`config.mk`:
```
export PLATFORM = sky130hd
export DESIGN_NAME = fir4_seq_sched_flat
export DESIGN_NICKNAME = d
export VERILOG_FILES = /design/src/rtl/fir4_seq_sched_pkg.sv /design/src/rtl/fir4_seq_sched_if.sv /design/src/rtl/fir4_seq_sched_tap_line.sv /design/src/rtl/fir4_seq_sched.sv /design/src/flat_wrapper.sv
export SDC_FILE = /design/constraint.sdc
export NUM_CORES = 1
export LEC_CHECK = 0
export CAP_MARGIN = 20
export CORE_MARGIN = 1.5
export CORE_UTILIZATION = 35
export CTS_CLUSTER_DIAMETER = 200
export DETAILED_ROUTE_END_ITERATION = 6
export SLEW_MARGIN = 20
export SYNTH_ARGS = -nofsm -noshare
export SYNTH_HDL_FRONTEND = slang
export SYNTH_SLANG_ARGS = --single-unit
export TNS_END_PERCENT = 30
```
`constraint.sdc`:
```
create_clock -name clk -period 4.01 [get_ports clk]
set_clock_uncertainty 0.15 [all_clocks]
set_input_delay 0.401 -clock clk [delete_from_list [all_inputs] [get_ports clk]]
set_output_delay 0.401 -clock clk [all_outputs]
set_load 0.01 [all_outputs]
```
`src/rtl/fir4_seq_sched_pkg.sv`:
```
// Shared definitions for the fir4 filter family.
package fir4_pkg;

    typedef enum logic [1:0] {IDLE, ACC, HOLD} fir4_state_t;

    localparam int unsigned TAPS = 4;

endpackage

```
`src/rtl/fir4_seq_sched_if.sv`:
```
// Streaming handshake bundle for fir4_seq_sched: input sample, output sum, busy flag.
interface fir4_seq_sched_if #(
    parameter int unsigned W = 16
) ();
    logic         in_valid;
    logic         in_ready;
    logic [W-1:0] a;
    logic         out_valid;
    logic         out_ready;
    logic [W+1:0] s;
    logic         busy;

    modport master (
        output in_valid, a, out_ready,
        input  in_ready, out_valid, s, busy
    );

    modport slave (
        input  in_valid, a, out_ready,
        output in_ready, out_valid, s, busy
    );
endinterface

```
`src/rtl/fir4_seq_sched_tap_line.sv`:
```
// Four-entry sample history with shift enable and a read-select mux for the shared adder.
module fir4_tap_line
    import fir4_pkg::*;
#(
    parameter int unsigned w = 16
) (
    input  logic                    clk,
    input  logic                    rst_i,
    input  logic                    shift_i,
    input  logic [w-1:0]            d_i,
    input  logic [$clog2(TAPS)-1:0] sel_i,
    output logic [w-1:0]            q_o
);
    logic [w-1:0] tap_q [TAPS];

    always_ff @(posedge clk) begin
        if (rst_i) begin
            tap_q <= '{default: '0};
        end else if (shift_i) begin
            tap_q[0] <= d_i;
            for (int unsigned i = 1; i < TAPS; i++) begin
                tap_q[i] <= tap_q[i-1];
            end
        end
    end

    assign q_o = tap_q[sel_i];
endmodule

```
`src/rtl/fir4_seq_sched.sv`:
```
// Sequential 4-tap unity FIR: one shared adder walks the taps over four cycles,
// with valid/ready handshakes on both sides.
module fir4_seq_sched
    import fir4_pkg::*;
#(
    parameter int unsigned w = 16
) (
    input  logic              clk,
    input  logic              reset,
    fir4_seq_sched_if.slave   bus
);
    fir4_state_t               state_q, state_d;
    logic [$clog2(TAPS)-1:0]   cnt_q, cnt_d;
    logic [w+1:0]              acc_q, acc_d;
    logic [w+1:0]              s_q, s_d;
    logic [w+1:0]              sum;
    logic [w-1:0]              tap_rd;
    logic                      accept;

    fir4_tap_line #(.w(w)) u_taps (
        .clk     (clk),
        .rst_i   (reset),
        .shift_i (accept),
        .d_i     (bus.a),
        .sel_i   (cnt_q),
        .q_o     (tap_rd)
    );

    // HOLD passes out_ready through so a consume and a new accept share one edge.
    assign bus.in_ready = !reset && ((state_q == IDLE) || ((state_q == HOLD) && bus.out_ready));
    assign accept       = bus.in_valid && bus.in_ready;
    assign sum          = acc_q + {2'b00, tap_rd};

    always_comb begin
        state_d = state_q;
        cnt_d   = cnt_q;
        acc_d   = acc_q;
        s_d     = s_q;
        case (state_q)
            IDLE: ;
            ACC: begin
                acc_d = sum;
                cnt_d = cnt_q + 1'b1;
                if (cnt_q == ($clog2(TAPS))'(TAPS - 1)) begin
                    s_d     = sum;
                    state_d = HOLD;
                end
            end
            HOLD: begin
                if (bus.out_ready) begin
                    state_d = IDLE;
                end
            end
            default: state_d = IDLE;
        endcase
        if (accept) begin
            acc_d   = '0;
            cnt_d   = '0;
            state_d = ACC;
        end
    end

    always_ff @(posedge clk) begin
        if (reset) begin
            state_q <= IDLE;
            cnt_q   <= '0;
            acc_q   <= '0;
            s_q     <= '0;
        end else begin
            state_q <= state_d;
            cnt_q   <= cnt_d;
            acc_q   <= acc_d;
            s_q     <= s_d;
        end
    end

    assign bus.out_valid = (state_q == HOLD);
    assign bus.busy      = (state_q != IDLE);
    assign bus.s         = s_q;
endmodule

```
`src/flat_wrapper.sv`:
```
// flat-port wrapper written by rule: the top's interface ports become plain ports
module fir4_seq_sched_flat import fir4_pkg::*;
#(
    parameter int unsigned w = 16
)
  (clk, reset, bus_in_valid, bus_a, bus_out_ready, bus_in_ready, bus_out_valid, bus_s, bus_busy);
  fir4_seq_sched_if #(.W((16))) bus_i ();
  input  logic clk;
  input  logic reset;
  input wire logic [$bits(bus_i.in_valid)-1:0] bus_in_valid;
  input wire logic [$bits(bus_i.a)-1:0] bus_a;
  input wire logic [$bits(bus_i.out_ready)-1:0] bus_out_ready;
  output wire logic [$bits(bus_i.in_ready)-1:0] bus_in_ready;
  output wire logic [$bits(bus_i.out_valid)-1:0] bus_out_valid;
  output wire logic [$bits(bus_i.s)-1:0] bus_s;
  output wire logic [$bits(bus_i.busy)-1:0] bus_busy;
  assign bus_i.in_valid = bus_in_valid;
  assign bus_i.a = bus_a;
  assign bus_i.out_ready = bus_out_ready;
  assign bus_in_ready = bus_i.in_ready;
  assign bus_out_valid = bus_i.out_valid;
  assign bus_s = bus_i.s;
  assign bus_busy = bus_i.busy;
  fir4_seq_sched #(.w(w)) u_core (.clk(clk), .reset(reset), .bus(bus_i));
endmodule
```
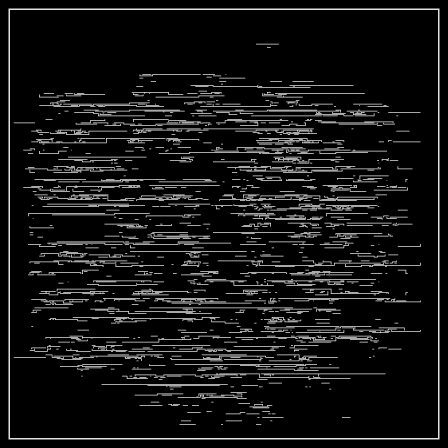
Run 1: met1 routing
nets with wire on the layer: 600
share of all routed wire: 52%
wire length on this layer: 5720 um
main direction: horizontal
DRT Wirelength: 10960 um
detailed-route via count: 3985
met1 usage: 21.66%

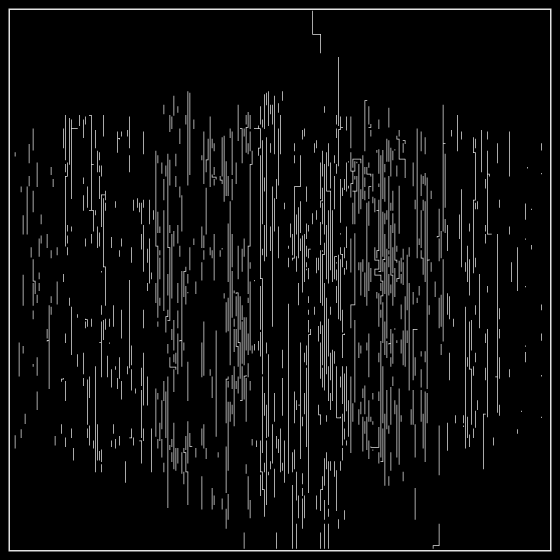
Run 1: met2 routing
longest straight run: 48.3 um
nets with wire on the layer: 494
GR Layer Usage met2: 23.58%

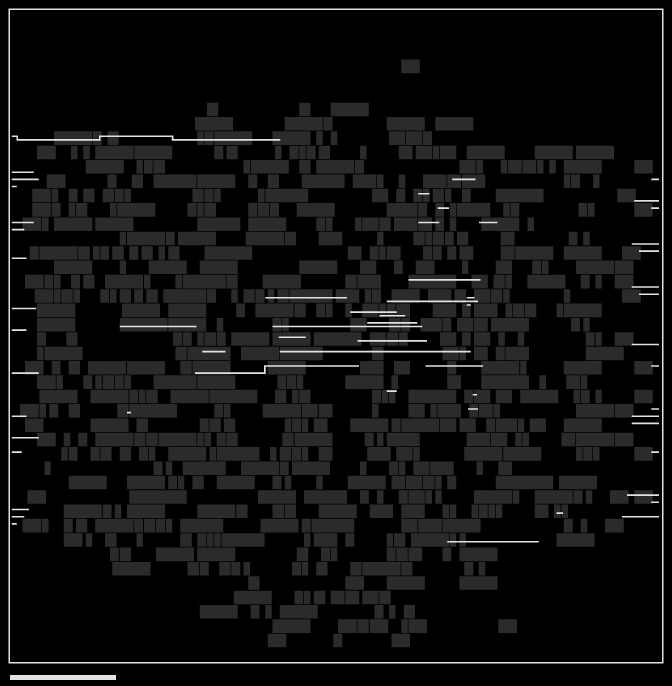
Run 1: M3 wires
Scale bar: 20 um. Cells faint in the background.
wire length on this layer: 400 um
main direction: horizontal
met3 usage in global routing: 3.367%

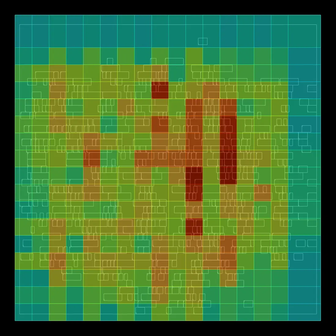
Run 1: routing congestion
wire per inst: 13.82 um
Util after Layout: 42.11%

run 1: stage by stage:
step	setup WS, ps	cells	hold slack, ps	util [%]	cell area (sq um)
6_report	801.3	793	303.1	42.11	5913
5_1_grt	606.1	793	323.4	42.11	5913
4_1_cts	787.6	792	305.7	41.97	5893
3_5_place_dp	830.1	776	295.9	39.68	5572
3_3_place_gp	873.4	776	293.2	39.68	5572
2_1_floorplan	747.3	590	286.2	-	5087
run 1: registers in the layout (all words and copies together), names as in the netlist:
register / cells
u_core.bus.s: 18
u_core.state_q: 2
u_core.cnt_q: 2
u_core.u_taps.tap_q: 64
u_core.acc_q: 18
run 1: cell type report:
| type | count | area [sq um] |
|---|---|---|
| clock buffer | 11 | 232.7 |
| clock inverter | 5 | 88.84 |
| fill | 1393 | 8129 |
| inverter | 8 | 30.03 |
| multi-input combinational | 439 | 2801 |
| sequential | 104 | 2082 |
| tap | 180 | 225.2 |
| timing repair buffer | 46 | 452.9 |
run 1: synthesized netlist by cell type (all sizes together) (6+ instances only):
cell / number / share of area (%)
nand2: 124 / 9.2
dfxtp: 104 / 41
o21ai: 72 / 7.2
nand2b: 67 / 8.2
a21oi: 42 / 4.4
clkbuf: 27 / 2.0
ha: 17 / 4.2
nor2: 17 / 1.3
mux4: 16 / 7.1
xnor2: 14 / 2.4
buf: 12 / 1.5
a211oi: 9 / 1.5
inv: 8 / 0.59
nor2b: 6 / 0.79
run 1: worst min-delay path, stage by stage, from the launching register on:
cell     delay, ps
dfxtp_1        310
nand2_1         50
a21oi_1         50
run 1: per-layer routing:
layer | up-vias | share of wire, % | GRT usage, %
met5 | - | 0 | 0
met4 | 0 | 0.97 | 4.598
met3 | 10 | 3.7 | 3.367
met2 | 80 | 43 | 23.58
met1 | 1844 | 52 | 21.66
li1 | 2051 | - | -
==> impl_metrics.tcl, run 1 <==
# implementation run metrics
set metrics [dict create \
    status "complete, no violations" \
    final_antenna_net_count 0 \
    clkPwrFrac_pct 41.3 \
    endpoint "u_core.bus.s[16]" \
    hold_start "u_core.bus.s[3]" \
    clock-sinks 104 \
    aoi_share_pct 17.83 \
    core_sq_um 14040 \
    comb_power_share_pct 11.3 \
    clock_path_buffers 2 \
    crit_path_frequent_cell "o31a_4" \
    holdPathEnd "u_core.bus.s[3]" \
    layout_top_cell "nand2_1" \
    finalClockPeriodUsage_pct 80.02 \
    cp.required_ps 4110 \
    cts_buffers 9 \
    flop_cell "dfxtp_1" \
    startpoint_type "register" \
    ff2ff_path_depth 12 \
    synth_cell_types 55 \
    yosys.area_share.adder_pct 4.575 \
    synth-async-reset-ratio_pct 0 \
    synth_warnings 0 \
    syn_to_final_growth_pct 16.23 \
    grt_setup_unrepaired "false" \
    powerSeq_mw 1.09 \
    min-delay-path-class "reg2reg" \
    critical_path_depth 12 \
    slew_viol_final 0 \
    critPathLaunch "u_core.cnt_q[0]" \
    synth_seq_share_pct 40.92 \
    syn_inst 590 \
    p_leak_nw 2.051 \
    port_buffers 40 \
    clock.fmax_ghz 0.3117 \
    ir_drop_mv 0.2628 \
]
--- run 2 (diff from run 1) ---
Clock period 4.01 ns to 2.6 ns, I/O delays scaled along.
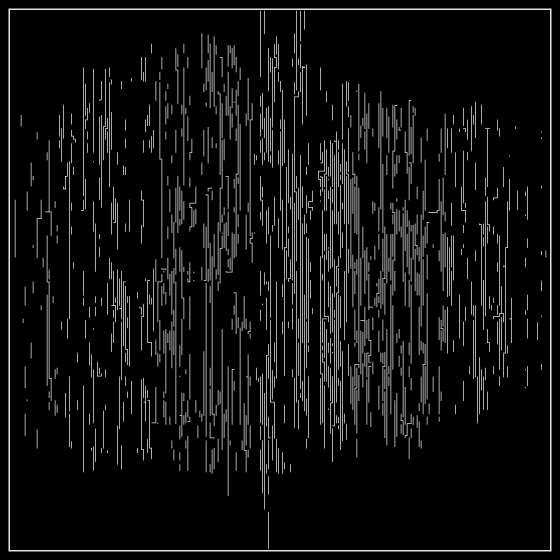
Run 2: met2 routing
wire length on this layer: 5910 um
nets with wire on the layer: 575
main direction: vertical
longest straight run: 53.4 um
share of all routed wire: 46%
detailed-route via count: 4332
DRT Wirelength: 12730 um
GR Layer Usage met2: 28.54%

==> impl_metrics.tcl, run 2 <==
# implementation run metrics
set metrics [dict create \
    status "complete, but fails checks" \
    violations "setup timing" \
    met3WireLength_um 510 \
    synth-async-reset-ratio_pct 0 \
    instances_no_fill 864 \
    finalClockPeriodUsage_pct 113.8 \
    port_buffers 40 \
    min-delay-path-class "in2reg" \
    critPathLaunch "u_core.cnt_q[0]" \
    n_fill_cell 1262 \
    synthTopCellsByCount "nand2_1, dfxtp_1, nand2b_1, o21ai_0, a21oi_1" \
    syn_inst 590 \
    syn_to_final_growth_pct 36.57 \
    placedCellCount 837 \
    layout_top_cell "nand2_1" \
    clkPwrFrac_pct 38.9 \
    wire_per_inst_um 14.74 \
    clock.fmax_ghz 0.3379 \
    ir_drop_mv 0.3917 \
    top_layer_used "met4" \
    cp.required_ps 2690 \
    regMostFlops "u_core.u_taps.tap_q" \
    placed_cell_area_sq_um 6223 \
    clock_path_buffers 2 \
    grt_setup_unrepaired "true" \
    final_area_sq_um 6948 \
    flop_cell "dfxtp_1" \
    met1_length_um 6139 \
    wl_met2_um 5908 \
    setup_viol 25 \
    layout_setup_ws_ps -359.5 \
    core_sq_um 14040 \
    top_cell_area_share_pct 40.92 \
    cts_buffers 9 \
    largest_register_ffs 64 \
    holdPathEnd "u_core.u_taps.tap_q[0]" \
    slew_viol_final 0 \
    startpoint_type "register" \
    synthMostInstantiatedCell "nand2_1" \
    comb_power_share_pct 15.9 \
    p_leak_nw 2.482 \
    clock-sinks 104 \
    clk_latency_ps 360 \
    synth_cell_types 55 \
    hold_start "reset" \
    final_antenna_net_count 0 \
    powerSeq_mw 1.69 \
]
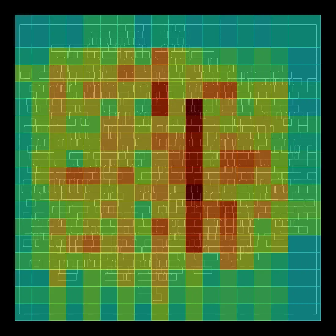
Run 2: routing congestion
met3 usage in global routing: 4.566%
met1 usage: 23.96%
gr busiest metal: met2
Util after Layout: 49.48%

==> run 2: cell families (layout without fill, tap and decap cells) <==
family	Yosys count	count (layout)	synth area share, %
AOI/OAI and AO/OA	149	149	17.83
xor gates and xnor gates	16	16	2.755
adders and majority gates	18	18	4.574
buffers and inverters	47	141	4.058
DFF	104	104	40.92
muxes	17	17	7.305
and+or+nand+nor	239	239	22.55
==> run 2: layout make-up <==
type | instances | area [sq um] | area share, %
repair buffers | 117 | 1051 | 15.13
multi-input cells | 439 | 3233 | 46.53
clock inverters | 4 | 56.30 | 0.8104
flip-flops and latches | 104 | 2086 | 30.02
inverters | 8 | 30.03 | 0.4322
clock buffers | 12 | 266.5 | 3.836
well taps | 180 | 225.2 | 3.241
==> run 2: worst min-delay path: stages <==
cell      delay, ps
buf_2           180
nand2b_1        120
o21ai_0          60
==> run 2: how the worst max path moves through the flow <==
stage                       end  slack, ps  cells past startpoint
6_report       u_core.acc_q[17]       -360                     12
2_1_floorplan  u_core.acc_q[13]       -230                     11
3_5_place_dp   u_core.bus.s[10]       -370                     11
3_3_place_gp   u_core.acc_q[13]       -360                     10
5_1_grt        u_core.acc_q[13]       -450                     11
4_1_cts        u_core.acc_q[16]       -290                     11
==> run 2: through the flow <==
stage                     worst slack (ps)  power [mW]  hold slack, ps  utilization [%]  TNS (ps)
after global routing                -445.4       3.886           183.7            49.48     -8366
after CTS                           -293.3       3.738           158.4            48.32     -5142
final                               -359.5       3.726           166.0            49.48     -5248
after global placement              -358.9       2.229           293.3            44.32     -6249
after floorplan                     -226.8       2.040           218.6                -     -2288
after detailed placement            -370.4       2.241           297.4            44.32     -7473
==> run 2: routing by layer <==
layer	vias to the layer above	track usage, %
li1	2188	-
met5	-	0
met3	14	4.566
met4	0	4.670
met1	2050	23.96
met2	80	28.54
No activity file was given, so power comes from the tool's default toggle rates.
